[src/rtl/keypad_digit_entry.sv]
// keypad_digit_entry
// Keypad front end: synchronises ten asynchronous key lines, detects per-key
// rising edges, encodes a single clean press to BCD and shifts it into a
// four-digit sliding entry window.
//
// Ports
//   clk            system clock, all updates on rising edge
//   rst            asynchronous active-low reset
//   Input0..Input9 key n pressed when high (asynchronous, no debounce)
//   p10            most recently entered digit
//   p11            second most recent digit
//   p12            third most recent digit
//   p13            oldest (fourth most recent) digit
module keypad_digit_entry #(
   parameter int unsigned SYNC_STAGES = 2,
   parameter logic [3:0]  BLANK_CODE  = 4'hF
) (
   input  logic       clk,
   input  logic       rst,
   input  logic       Input0,
   input  logic       Input1,
   input  logic       Input2,
   input  logic       Input3,
   input  logic       Input4,
   input  logic       Input5,
   input  logic       Input6,
   input  logic       Input7,
   input  logic       Input8,
   input  logic       Input9,
   output logic [3:0] p10,
   output logic [3:0] p11,
   output logic [3:0] p12,
   output logic [3:0] p13
);

   localparam int unsigned NKEYS   = 10;
   localparam int unsigned DIGIT_W = 4;

   logic [NKEYS-1:0]   keys_c;
   logic [NKEYS-1:0]   sync_q [SYNC_STAGES];
   logic [NKEYS-1:0]   prev_q;
   logic [NKEYS-1:0]   sync_s_c;
   logic [NKEYS-1:0]   rise_c;
   logic               valid_c;
   logic [DIGIT_W-1:0] digit_c;

   assign keys_c = {Input9, Input8, Input7, Input6, Input5,
                    Input4, Input3, Input2, Input1, Input0};

   // Multi-stage synchroniser per key line
   always_ff @(posedge clk or negedge rst) begin
      if (!rst) begin
         for (int unsigned i = 0; i < SYNC_STAGES; i++) begin
            sync_q[i] <= '0;
         end
      end else begin
         sync_q[0] <= keys_c;
         for (int unsigned i = 1; i < SYNC_STAGES; i++) begin
            sync_q[i] <= sync_q[i-1];
         end
      end
   end

   assign sync_s_c = sync_q[SYNC_STAGES-1];

   // Previous synchronised sample for edge detection
   always_ff @(posedge clk or negedge rst) begin
      if (!rst) begin
         prev_q <= '0;
      end else begin
         prev_q <= sync_s_c;
      end
   end

   assign rise_c = sync_s_c & ~prev_q;

   // A press counts only when it is the sole new edge and no other key is down
   assign valid_c = $onehot(rise_c) && $onehot(sync_s_c);

   // One-hot to BCD index
   always_comb begin
      digit_c = '0;
      for (int unsigned i = 0; i < NKEYS; i++) begin
         if (rise_c[i]) begin
            digit_c = DIGIT_W'(i);
         end
      end
   end

   // Sliding four-digit entry window
   always_ff @(posedge clk or negedge rst) begin
      if (!rst) begin
         p10 <= BLANK_CODE;
         p11 <= BLANK_CODE;
         p12 <= BLANK_CODE;
         p13 <= BLANK_CODE;
      end else if (valid_c) begin
         p13 <= p12;
         p12 <= p11;
         p11 <= p10;
         p10 <= digit_c;
      end
   end

endmodule

[config.mk]
export PLATFORM = sky130hd
export DESIGN_NAME = keypad_digit_entry
export DESIGN_NICKNAME = d
export VERILOG_FILES = /design/src/rtl/keypad_digit_entry.sv
export SDC_FILE = /design/constraint.sdc
export NUM_CORES = 1
export LEC_CHECK = 0
export ABC_CLOCK_PERIOD_IN_PS = 4600
export CORE_MARGIN = 8
export CORE_UTILIZATION = 48
export DETAILED_ROUTE_END_ITERATION = 10
export GPL_TIMING_DRIVEN = 0
export PLACE_DENSITY = 0.75
export SLEW_MARGIN = 30
export SYNTH_ARGS = -nofsm -noshare
export SYNTH_HDL_FRONTEND = slang
export SYNTH_SLANG_ARGS = --single-unit
[constraint.sdc]
create_clock -name clk -period 4.6 [get_ports clk]
set_clock_uncertainty 0.2 [all_clocks]
set_input_delay 1.15 -clock clk [delete_from_list [all_inputs] [get_ports clk]]
set_output_delay 1.15 -clock clk [all_outputs]
set_load 0.005 [all_outputs]
==> results_slide.txt, run 1 <==
Synthesis and Place & Route Summary

Status
  – Status: complete, no violations

Worst hold path
  – Hold Path Cell Cnt: 0
  – Worst Hold Endpoint: sync_s_c[3]

Placed design
  – Dpl hpwl: 2.468 mm

Synth
  – Most frequent cells after synthesis: 30 x dfrtp_1, 16 x dfstp_2, 16 x inv_1
  – Synth warn: 0
  – Ys flop type: dfrtp_1
  – Cell Type Count: 20
  – Yosys cell count: 121

Timing
  – Setup TNS: 0 ns
  – Slew Viols, Final: 0

Die
  – Core box area: 3914 um2

Critical path
  – Critical path's most frequent cell: fa_1
  – Slowest-stage cell, CP: fa_1
  – WP data arrival: 4.40 ns

Drt
  – Total Wirelength: 3.209 mm
  – Iter 0 DRT Violations: 36

Final layout
  – Largest class: flip-flops and latches
  – Layout area overhead: 23.68%
  – Nets@finish: 186

Pwr
  – Seq pwr share: 48.9%
  – Switching share of power: 26.39%
  – Comb power frac: 29.0%

Global route
  – First-pass GRT wire length: 5.506 mm
run_1/gate_families.png
Drawn at 3 px/um.
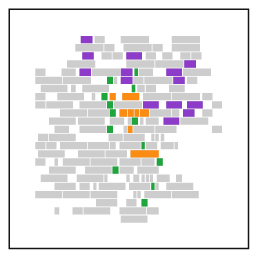
- NAND gates: green (cells 13; most used nand2b_1)
- inverting AOI/OAI gates: orange (cells 8; where center)
- multiplexers: purple (cells 14; most used mux2_2)

run_1/final_clocks.png
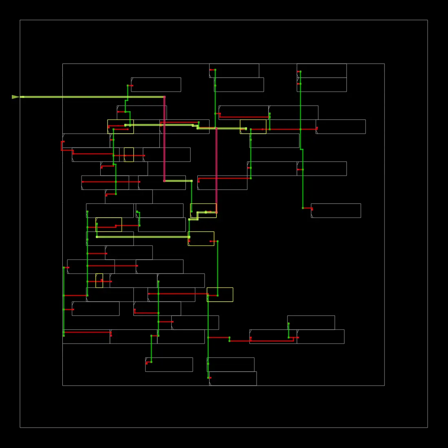
Clk power: 0.244 mW
CTS sink count: 46
registers: 46
CTS buffer count: 5
CLK BUF: 7

run_1/metal_stack.png
Drawn at 3 px/um.
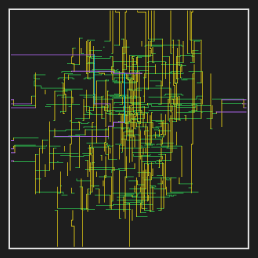
- met1: green (wire length 1260 um)
- met3: purple (wire length 120 um)
- met4: cyan (wire length 32.6 um)
- met2: yellow (wire length 1800 um)

==> run 2: changes to the inputs <==
--- a/config.mk
+++ b/config.mk
@@ -7,10 +7,10 @@
 export LEC_CHECK = 0
 export ABC_CLOCK_PERIOD_IN_PS = 4600
 export CORE_MARGIN = 8
-export CORE_UTILIZATION = 48
+export CORE_UTILIZATION = 45
 export DETAILED_ROUTE_END_ITERATION = 10
 export GPL_TIMING_DRIVEN = 0
-export PLACE_DENSITY = 0.75
+export PLACE_DENSITY = 0.71
 export SLEW_MARGIN = 30
 export SYNTH_ARGS = -nofsm -noshare
 export SYNTH_HDL_FRONTEND = slang
run_2/final_clocks.png
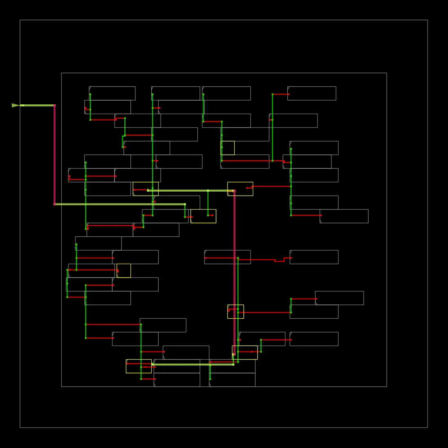
Clk power: 0.242 mW
insertion delay to the later sink of the worst-skew pair: 0.29 ns

run_2/gate_families.png
Drawn at 3 px/um.
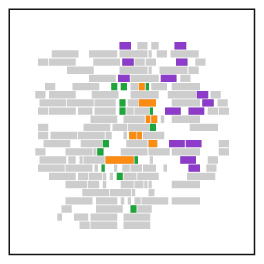
- multiplexers: purple (cells 14; most used mux2_2)
- NAND gates: green (cells 13; most used nand2b_1; where center)
- inverting AOI/OAI gates: orange (cells 8; where center)
Commonest Layout Cell: dfrtp_1
Finished Layout Cells: 210
logic share of the area: 28.22%

run_2/metal_stack.png
Drawn at 3 px/um.
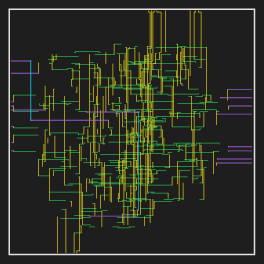
- met1: green (wire length 1160 um)
- met2: yellow (wire length 1570 um)
- met4: cyan (wire length 52.4 um)
- met3: purple (wire length 165 um)

==> run 2 against run 1 <==
Synthesized area unchanged. Largest cell class unchanged. Power shrank 1.1%. Sequential share of layout area down 0.18 points. Utilization decreased by 1.9 points. Worst setup slack improved by 0.011 ns. Non-clock buffer count up 1. Sequential cell count stayed put. Synthesized cell count did not move. Largest power group unchanged. Hold slack better by 0.0039 ns. Register-to-register slack barely moved. Die area rose by 5.3%.
==> results_slide.txt, run 2 <==
Synthesis and Place & Route Summary

Synth
  – Mux area share: 9.393%
  – Ys flop type: dfrtp_1
  – Yosys cell count: 121 (unchanged)
  – Most frequent cells after synthesis: 30 x dfrtp_1, 16 x dfstp_2, 16 x inv_1
  – Cell Type Count: 20 (unchanged)

Status
  – Status: complete, no violations

Critical path
  – Slowest-stage cell, CP: fa_1
  – WP data arrival: 4.40 ns (about the same)
  – Critical path's most frequent cell: fa_1

Drt
  – Total Wirelength: 2.949 mm (-8.1%)
  – Iter 0 DRT Violations: 42 (+17%)

Pwr
  – Seq pwr share: 49.1% (+0.2 points)
  – Comb power frac: 28.7% (-0.3 points)
  – Switching share of power: 26.87% (+0.48 points)

Worst hold path
  – Hold Path Cell Cnt: 0 (unchanged)
  – Worst Hold Endpoint: sync_s_c[7]

Final layout
  – Registers: 46 (unchanged)
  – Largest class: flip-flops and latches
  – CLK BUF: 5 (-2)
  – Layout clock area frac: 3.889%
  – Layout area overhead: 24.14%
  – Nets@finish: 187 (+0.54%)

Placed design
  – Post-place setup slack: 0.01031 ns
  – Dpl hpwl: 2.330 mm (-5.6%)

Clock network
  – CTS buffer count: 5 (unchanged)

Timing
  – Slew Viols, Final: 0 (unchanged)
  – Setup TNS: 0 ns (unchanged)

Die
  – Core box area: 4058 um2 (+3.7%)
  – Die height: 81.29 um

Global route
  – First-pass GRT wire length: 4.871 mm (-12%)
Power is estimated from default activity; no workload was simulated.
